==> config.mk <==
export PLATFORM = sky130hd
export DESIGN_NAME = framestore_responder_flat
export DESIGN_NICKNAME = d
export VERILOG_FILES = /design/src/rtl/framestore_responder_if.sv /design/src/rtl/framestore_responder.sv /design/src/flat_wrapper.sv
export SDC_FILE = /design/constraint.sdc
export NUM_CORES = 1
export LEC_CHECK = 0
export ABC_AREA = 1
export CAP_MARGIN = 20
export CORE_UTILIZATION = 30
export DETAILED_ROUTE_END_ITERATION = 6
export GPL_TIMING_DRIVEN = 0
export HOLD_SLACK_MARGIN = 0.02
export PLACE_DENSITY = 0.58
export SYNTH_ARGS = -nofsm -noshare
export SYNTH_HDL_FRONTEND = slang
export SYNTH_SLANG_ARGS = --single-unit
==> constraint.sdc <==
create_clock -name clk -period 3.1 [get_ports clk]
set_input_delay 0.31 -clock clk [delete_from_list [all_inputs] [get_ports clk]]
set_output_delay 0.31 -clock clk [all_outputs]
set_load 0.05 [all_outputs]
==> src/rtl/framestore_responder_if.sv <==
// Framestore "de_" request bus: one initiator (pixel engine) to one responder.
interface framestore_responder_if;
  logic        de_req;
  logic        de_rnw;
  logic [17:0] de_addr;
  logic [3:0]  de_nbyte;
  logic [31:0] de_w_data;
  logic        de_ack;
  logic [31:0] de_r_data;

  modport master (
    output de_req, de_rnw, de_addr, de_nbyte, de_w_data,
    input  de_ack, de_r_data
  );

  modport slave (
    input  de_req, de_rnw, de_addr, de_nbyte, de_w_data,
    output de_ack, de_r_data
  );
endinterface

==> src/rtl/framestore_responder.sv <==
// Responder end of the framestore bus: one transfer per handshake, issued to a
// 1-cycle-latency synchronous SRAM port, completed with a one-cycle de_ack.
`ifndef TOTAL_ADDRESSES
`define TOTAL_ADDRESSES 262144
`endif

module framestore_responder #(
  parameter int unsigned WAIT_CYCLES = 0,
  parameter int unsigned ADDR_LIMIT  = `TOTAL_ADDRESSES
) (
  input  logic                   clk,
  input  logic                   rst_n,
  framestore_responder_if.slave  de,
  output logic                   mem_en,
  output logic [3:0]             mem_we,
  output logic [17:0]            mem_addr,
  output logic [31:0]            mem_wdata,
  input  logic [31:0]            mem_rdata,
  output logic                   busy,
  output logic                   addr_err
);

  typedef enum logic [1:0] {IDLE, WAIT, ACCESS, ACK} state_t;

  state_t      state, state_nxt;
  logic [3:0]  wait_cnt;
  logic        rnw_q, ok_q;
  logic [17:0] addr_q;
  logic [3:0]  nbyte_q;
  logic [31:0] wdata_q;

  logic        accept, in_range, wait_done;
  logic        cur_rnw, cur_ok;
  logic [17:0] cur_addr;
  logic [3:0]  cur_nbyte;
  logic [31:0] cur_wdata;

  assign accept    = (state == IDLE) && de.de_req && !de.de_ack;
  assign in_range  = 32'(de.de_addr) < ADDR_LIMIT;
  assign wait_done = (wait_cnt == 4'(WAIT_CYCLES - 1));
  assign busy      = (state != IDLE);

  // With no wait states ACCESS follows IDLE directly, so the SRAM strobe must
  // be built from the live bus fields in IDLE and from the latched copy after.
  always_comb begin
    cur_rnw   = rnw_q;
    cur_ok    = ok_q;
    cur_addr  = addr_q;
    cur_nbyte = nbyte_q;
    cur_wdata = wdata_q;
    if (state == IDLE) begin
      cur_rnw   = de.de_rnw;
      cur_ok    = in_range;
      cur_addr  = de.de_addr;
      cur_nbyte = de.de_nbyte;
      cur_wdata = de.de_w_data;
    end
  end

  always_comb begin
    state_nxt = state;
    case (state)
      IDLE:    if (accept) state_nxt = (WAIT_CYCLES > 0) ? WAIT : ACCESS;
      WAIT:    if (wait_done) state_nxt = ACCESS;
      ACCESS:  state_nxt = ACK;
      ACK:     state_nxt = IDLE;
      default: state_nxt = IDLE;
    endcase
  end

  always_ff @(posedge clk or negedge rst_n) begin
    if (!rst_n) begin
      state    <= IDLE;
      wait_cnt <= '0;
    end else begin
      state    <= state_nxt;
      wait_cnt <= (state == WAIT && !wait_done) ? wait_cnt + 4'd1 : '0;
    end
  end

  always_ff @(posedge clk or negedge rst_n) begin
    if (!rst_n) begin
      rnw_q    <= 1'b0;
      ok_q     <= 1'b0;
      addr_q   <= '0;
      nbyte_q  <= '0;
      wdata_q  <= '0;
      addr_err <= 1'b0;
    end else if (accept) begin
      rnw_q   <= de.de_rnw;
      ok_q    <= in_range;
      addr_q  <= de.de_addr;
      nbyte_q <= de.de_nbyte;
      wdata_q <= de.de_w_data;
      if (!in_range) addr_err <= 1'b1;
    end
  end

  always_ff @(posedge clk or negedge rst_n) begin
    if (!rst_n) begin
      mem_en       <= 1'b0;
      mem_we       <= '0;
      mem_addr     <= '0;
      mem_wdata    <= '0;
      de.de_ack    <= 1'b0;
      de.de_r_data <= '0;
    end else begin
      mem_en    <= 1'b0;
      mem_we    <= '0;
      de.de_ack <= (state_nxt == ACK);
      if (state_nxt == ACCESS && cur_ok) begin
        mem_en   <= 1'b1;
        mem_addr <= cur_addr;
        if (!cur_rnw) begin
          mem_we    <= ~cur_nbyte;
          mem_wdata <= cur_wdata;
        end
      end
      // Out-of-range reads complete with zero data.
      if (state == ACK && rnw_q) de.de_r_data <= ok_q ? mem_rdata : '0;
    end
  end

endmodule

==> src/flat_wrapper.sv <==
// flat-port wrapper written by rule: the top's interface ports become plain ports
module framestore_responder_flat 
#(
  parameter int unsigned WAIT_CYCLES = 0,
  parameter int unsigned ADDR_LIMIT  = `TOTAL_ADDRESSES
)
  (clk, rst_n, mem_en, mem_we, mem_addr, mem_wdata, mem_rdata, busy, addr_err, de_de_req, de_de_rnw, de_de_addr, de_de_nbyte, de_de_w_data, de_de_ack, de_de_r_data);
  framestore_responder_if de_i ();
  input  logic clk;
  input  logic rst_n;
  output logic mem_en;
  output logic [3:0] mem_we;
  output logic [17:0] mem_addr;
  output logic [31:0] mem_wdata;
  input  logic [31:0] mem_rdata;
  output logic busy;
  output logic addr_err;
  input wire logic [$bits(de_i.de_req)-1:0] de_de_req;
  input wire logic [$bits(de_i.de_rnw)-1:0] de_de_rnw;
  input wire logic [$bits(de_i.de_addr)-1:0] de_de_addr;
  input wire logic [$bits(de_i.de_nbyte)-1:0] de_de_nbyte;
  input wire logic [$bits(de_i.de_w_data)-1:0] de_de_w_data;
  output wire logic [$bits(de_i.de_ack)-1:0] de_de_ack;
  output wire logic [$bits(de_i.de_r_data)-1:0] de_de_r_data;
  assign de_i.de_req = de_de_req;
  assign de_i.de_rnw = de_de_rnw;
  assign de_i.de_addr = de_de_addr;
  assign de_i.de_nbyte = de_de_nbyte;
  assign de_i.de_w_data = de_de_w_data;
  assign de_de_ack = de_i.de_ack;
  assign de_de_r_data = de_i.de_r_data;
  framestore_responder #(.WAIT_CYCLES(WAIT_CYCLES), .ADDR_LIMIT(ADDR_LIMIT)) u_core (.clk(clk), .rst_n(rst_n), .de(de_i), .mem_en(mem_en), .mem_we(mem_we), .mem_addr(mem_addr), .mem_wdata(mem_wdata), .mem_rdata(mem_rdata), .busy(busy), .addr_err(addr_err));
endmodule
Figure 1. I/O nets highlighted (run 1).
Scale: 2 px per µm.
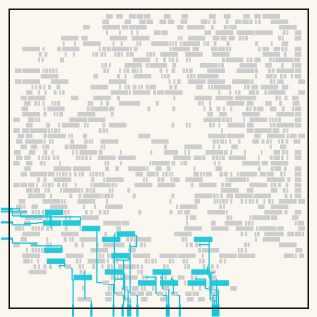
mem_addr: marked cyan, bits 18, direction output, end cells 18, buffers 18, wire 550 µm.
port bufs: 178
# IOs: 180

Figure 2. Cell density map (run 1).
Scale: 2 px per µm. 15 x 15 tiles, from dark purple (low) to yellow (high), 0 to 100% covered.
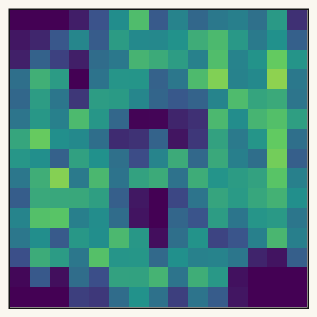
3.1% of the tiles are over 75% full. The fullest tile reaches 83%. 8.0% of the tiles are nearly empty. The mean over all tiles is 40%.
Initial Util: 0.306
Util after Layout: 0.439
CORE AREA: 21,100 µm²

Figure 3. Sequential cells grouped by signal name (run 1).
Scale: 2 px per µm.
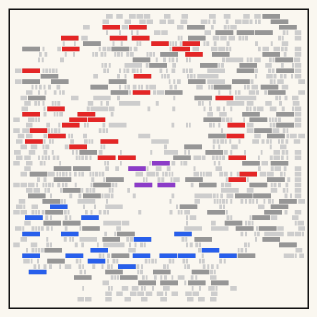
u_core.mem_wdata: marked red, placed flops 32. u_core.addr_q: marked blue, placed flops 18. u_core.wait_cnt: marked purple, placed flops 4, where center.
Another 96 sequential cells are not colored.
flip-flop and latch area: 3750 µm²
sequential power: 3.32 mW
fraction of area in registers: 0.406

Figure 4. Gate families picked out (run 1).
Scale: 3 px per µm.
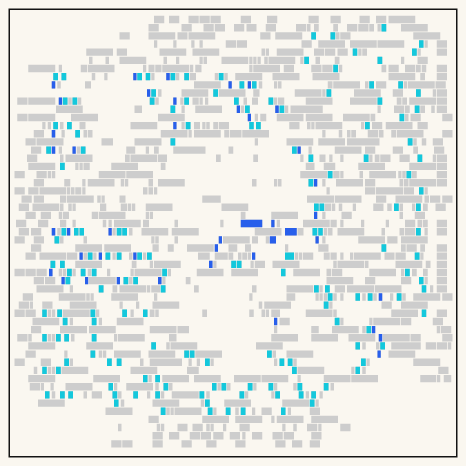
inverting AOI/OAI gates: marked cyan, cells 162, where spread over the die. NOR gates: marked blue, cells 43.
final std cells w/o fill: 1,229
Comb area share: 0.225
dominant logic cell type in the layout: clkdlybuf4s50_1

## run 1: area by class of cell
cell class,instances,area share
Multi-Input combinational cell,447,0.225
Inverter,95,0.0385
Buffer,50,0.0285
Timing Repair Buffer,180,0.197
Tap cell,275,0.0372
Clock inverter,14,0.0214
Sequential cell,150,0.406
Clock buffer,18,0.0464
## run 1: worst min-delay path by stage
stage	cells past startpoint	slack, ps	from	end
floorplan	0	10	rst_n	u_core.addr_q[0]
global placement	1	450	u_core.wait_cnt[0]	u_core.wait_cnt[0]
detailed placement	1	310	rst_n	u_core.de.de_r_data[6]
CTS	3	450	de_de_addr[8]	u_core.addr_q[8]
global route	3	450	de_de_addr[8]	u_core.addr_q[8]
finish	2	450	rst_n	u_core.de.de_r_data[6]
==> results.yml, run 1 <==
# flow metrics
outcome:
  run_status: "complete, no violations"
finish:
  combGateArea_um2: 2080
  fin_area_um2: 9250
pwr:
  p_comb_frac: 0.519
clocking:
  cts_tree: "yes"
  cts.sinks: 150
  clockBufferDepth: 2
synth:
  top_cells_by_area: "dfrtp_1 (58%), nand2_1 (9.7%), o21ai_0 (8.7%), inv_1 (5.5%), nand4_1 (3.1%)"
  netlist_area_um2: 6460
  ys_seq_frac: 0.581
  ys_sh_simple: 0.192
  synth_warnings: 0
placed_design:
  gp_congestion: 0.779
final_timing:
  post-route-period-util: 0.834
  setup_tns_ps: 0
  fin_ws_ps: 515
  skew_ps: 10.4
  period_minus_slack_ps: 2590
critical_path:
  startpoint_type: "flop"
  required_ps: 2790
  cp_top_family: "buffers and inverters"
  slowest_stage: "clkdlybuf4s50_1"
==> run 2: changes to the inputs <==
--- a/config.mk
+++ b/config.mk
@@ -11,7 +11,7 @@
 export DETAILED_ROUTE_END_ITERATION = 6
 export GPL_TIMING_DRIVEN = 0
 export HOLD_SLACK_MARGIN = 0.02
-export PLACE_DENSITY = 0.58
+export PLACE_DENSITY = 0.6
 export SYNTH_ARGS = -nofsm -noshare
 export SYNTH_HDL_FRONTEND = slang
 export SYNTH_SLANG_ARGS = --single-unit
==> constraint.sdc (replaced) <==
create_clock -name clk -period 2.3 [get_ports clk]
set_input_delay 0.23 -clock clk [delete_from_list [all_inputs] [get_ports clk]]
set_output_delay 0.23 -clock clk [all_outputs]
set_load 0.05 [all_outputs]
==> run 2 against run 1 <==
Non-clock buffer count did not move. Critical path type unchanged. Power rose by 34%. Sequential power rose by 35%. Critical endpoint unchanged. First-iteration DRC count rose by 8.0%.
==> results.yml, run 2 <==
# flow metrics
synth:
  ys_seq_frac: 0.581
  synth_warnings: 0
  top_cells_by_area: "dfrtp_1 (58%), nand2_1 (9.7%), o21ai_0 (8.7%), inv_1 (5.5%), nand4_1 (3.1%)"
finish:
  register_area_um2: 3750
  lay_top_count: "clkdlybuf4s50_1"
  instances_no_fill: 1229
  fin_area_um2: 9230
  final-clk-cell-share: 0.0656
  seq_area_frac: 0.407
  combGateArea_um2: 2080
  n_all_buffers: 230
  inv_count: 95
  buf_share: 0.226
  comb_cells: 447
  nClkBuffers: 20
die:
  n_tap_cell: 275
  fp_util: 0.306
  ioPinCount: 180
final_timing:
  period_minus_slack_ps: 2010
  skew_ps: 12.2
  setup_tns_ps: 0
  fin_ws_ps: 291
critical_path:
  slowest_stage: "dfrtp_1"
  required_ps: 2070
  startpoint_type: "flop"
clocking:
  cts_tree: "yes"
  clockBufferDepth: 2
placed_design:
  io_buffers: 178
  gp_congestion: 0.802
outcome:
  run_status: "complete, no violations"
pwr:
  p_comb_frac: 0.524
## run 2: netlist changes by cell type in the layout (fill, tap and decap cells not counted), sizes merged
cell	delta
clkbuf	+3
bufinv	-1
clkdlybuf4s50	-1
clkinv	+1
clkinvlp	-1
inv	-1
## run 2: metal layers
layer,wire length [µm],part of all wire,global-route usage
met5,0,0,0
met4,153,0.0086,0.0366
met3,966,0.054,0.0399
met2,8060,0.45,0.271
met1,8600,0.48,0.228
## run 2: kinds of logic after synthesis
family,count (synthesis),synth area share
flops,150,0.581
fa+ha+maj,1,0.00194
compound gates,162,0.126
xor+xnor,1,0.00136
simple gates,282,0.192
buf+inv,145,0.0961
other cells,1,0.000581
## run 2: worst max-delay path: cells and delay by family, from the launching register on
family                 cells  cell delay (ps)
buffers and inverters      3              670
DFF                        1              430
and+or+nand+nor            1              280
Figure 5. Cell density map (run 2).
Scale: 2 px per µm. 15 x 15 tiles, from dark purple (low) to yellow (high), 0 to 100% covered.
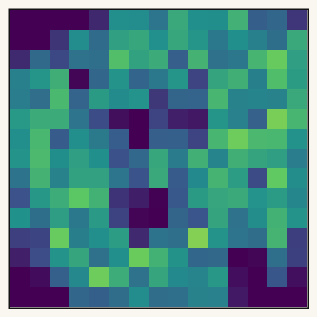
3.6% of the tiles are over 75% full. The fullest tile reaches 81%. 9.8% of the tiles are nearly empty. The densest ninth of the die: middle right. The mean over all tiles is 40%.
Util after Layout: 0.437

Figure 6. Clock routing (run 2).
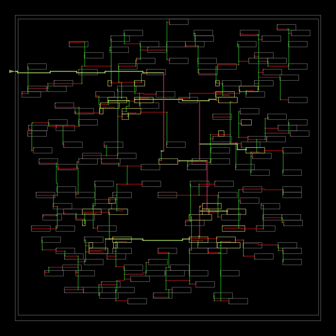
clock latency on the worst-skew pair: 410 ps
clock sinks: 150
registers: 150
clock-net power: 2.86 mW

Figure 7. Gate families picked out (run 2).
Scale: 3 px per µm.
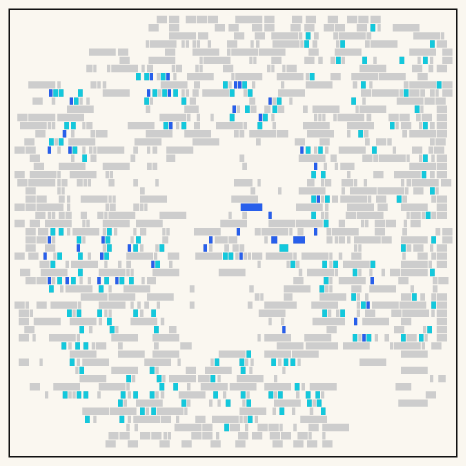
inverting AOI/OAI gates: marked cyan, cells 162, where spread over the die. NOR gates: marked blue, cells 43.
Comb area share: 0.226

Power and IR drop assume default switching activity.
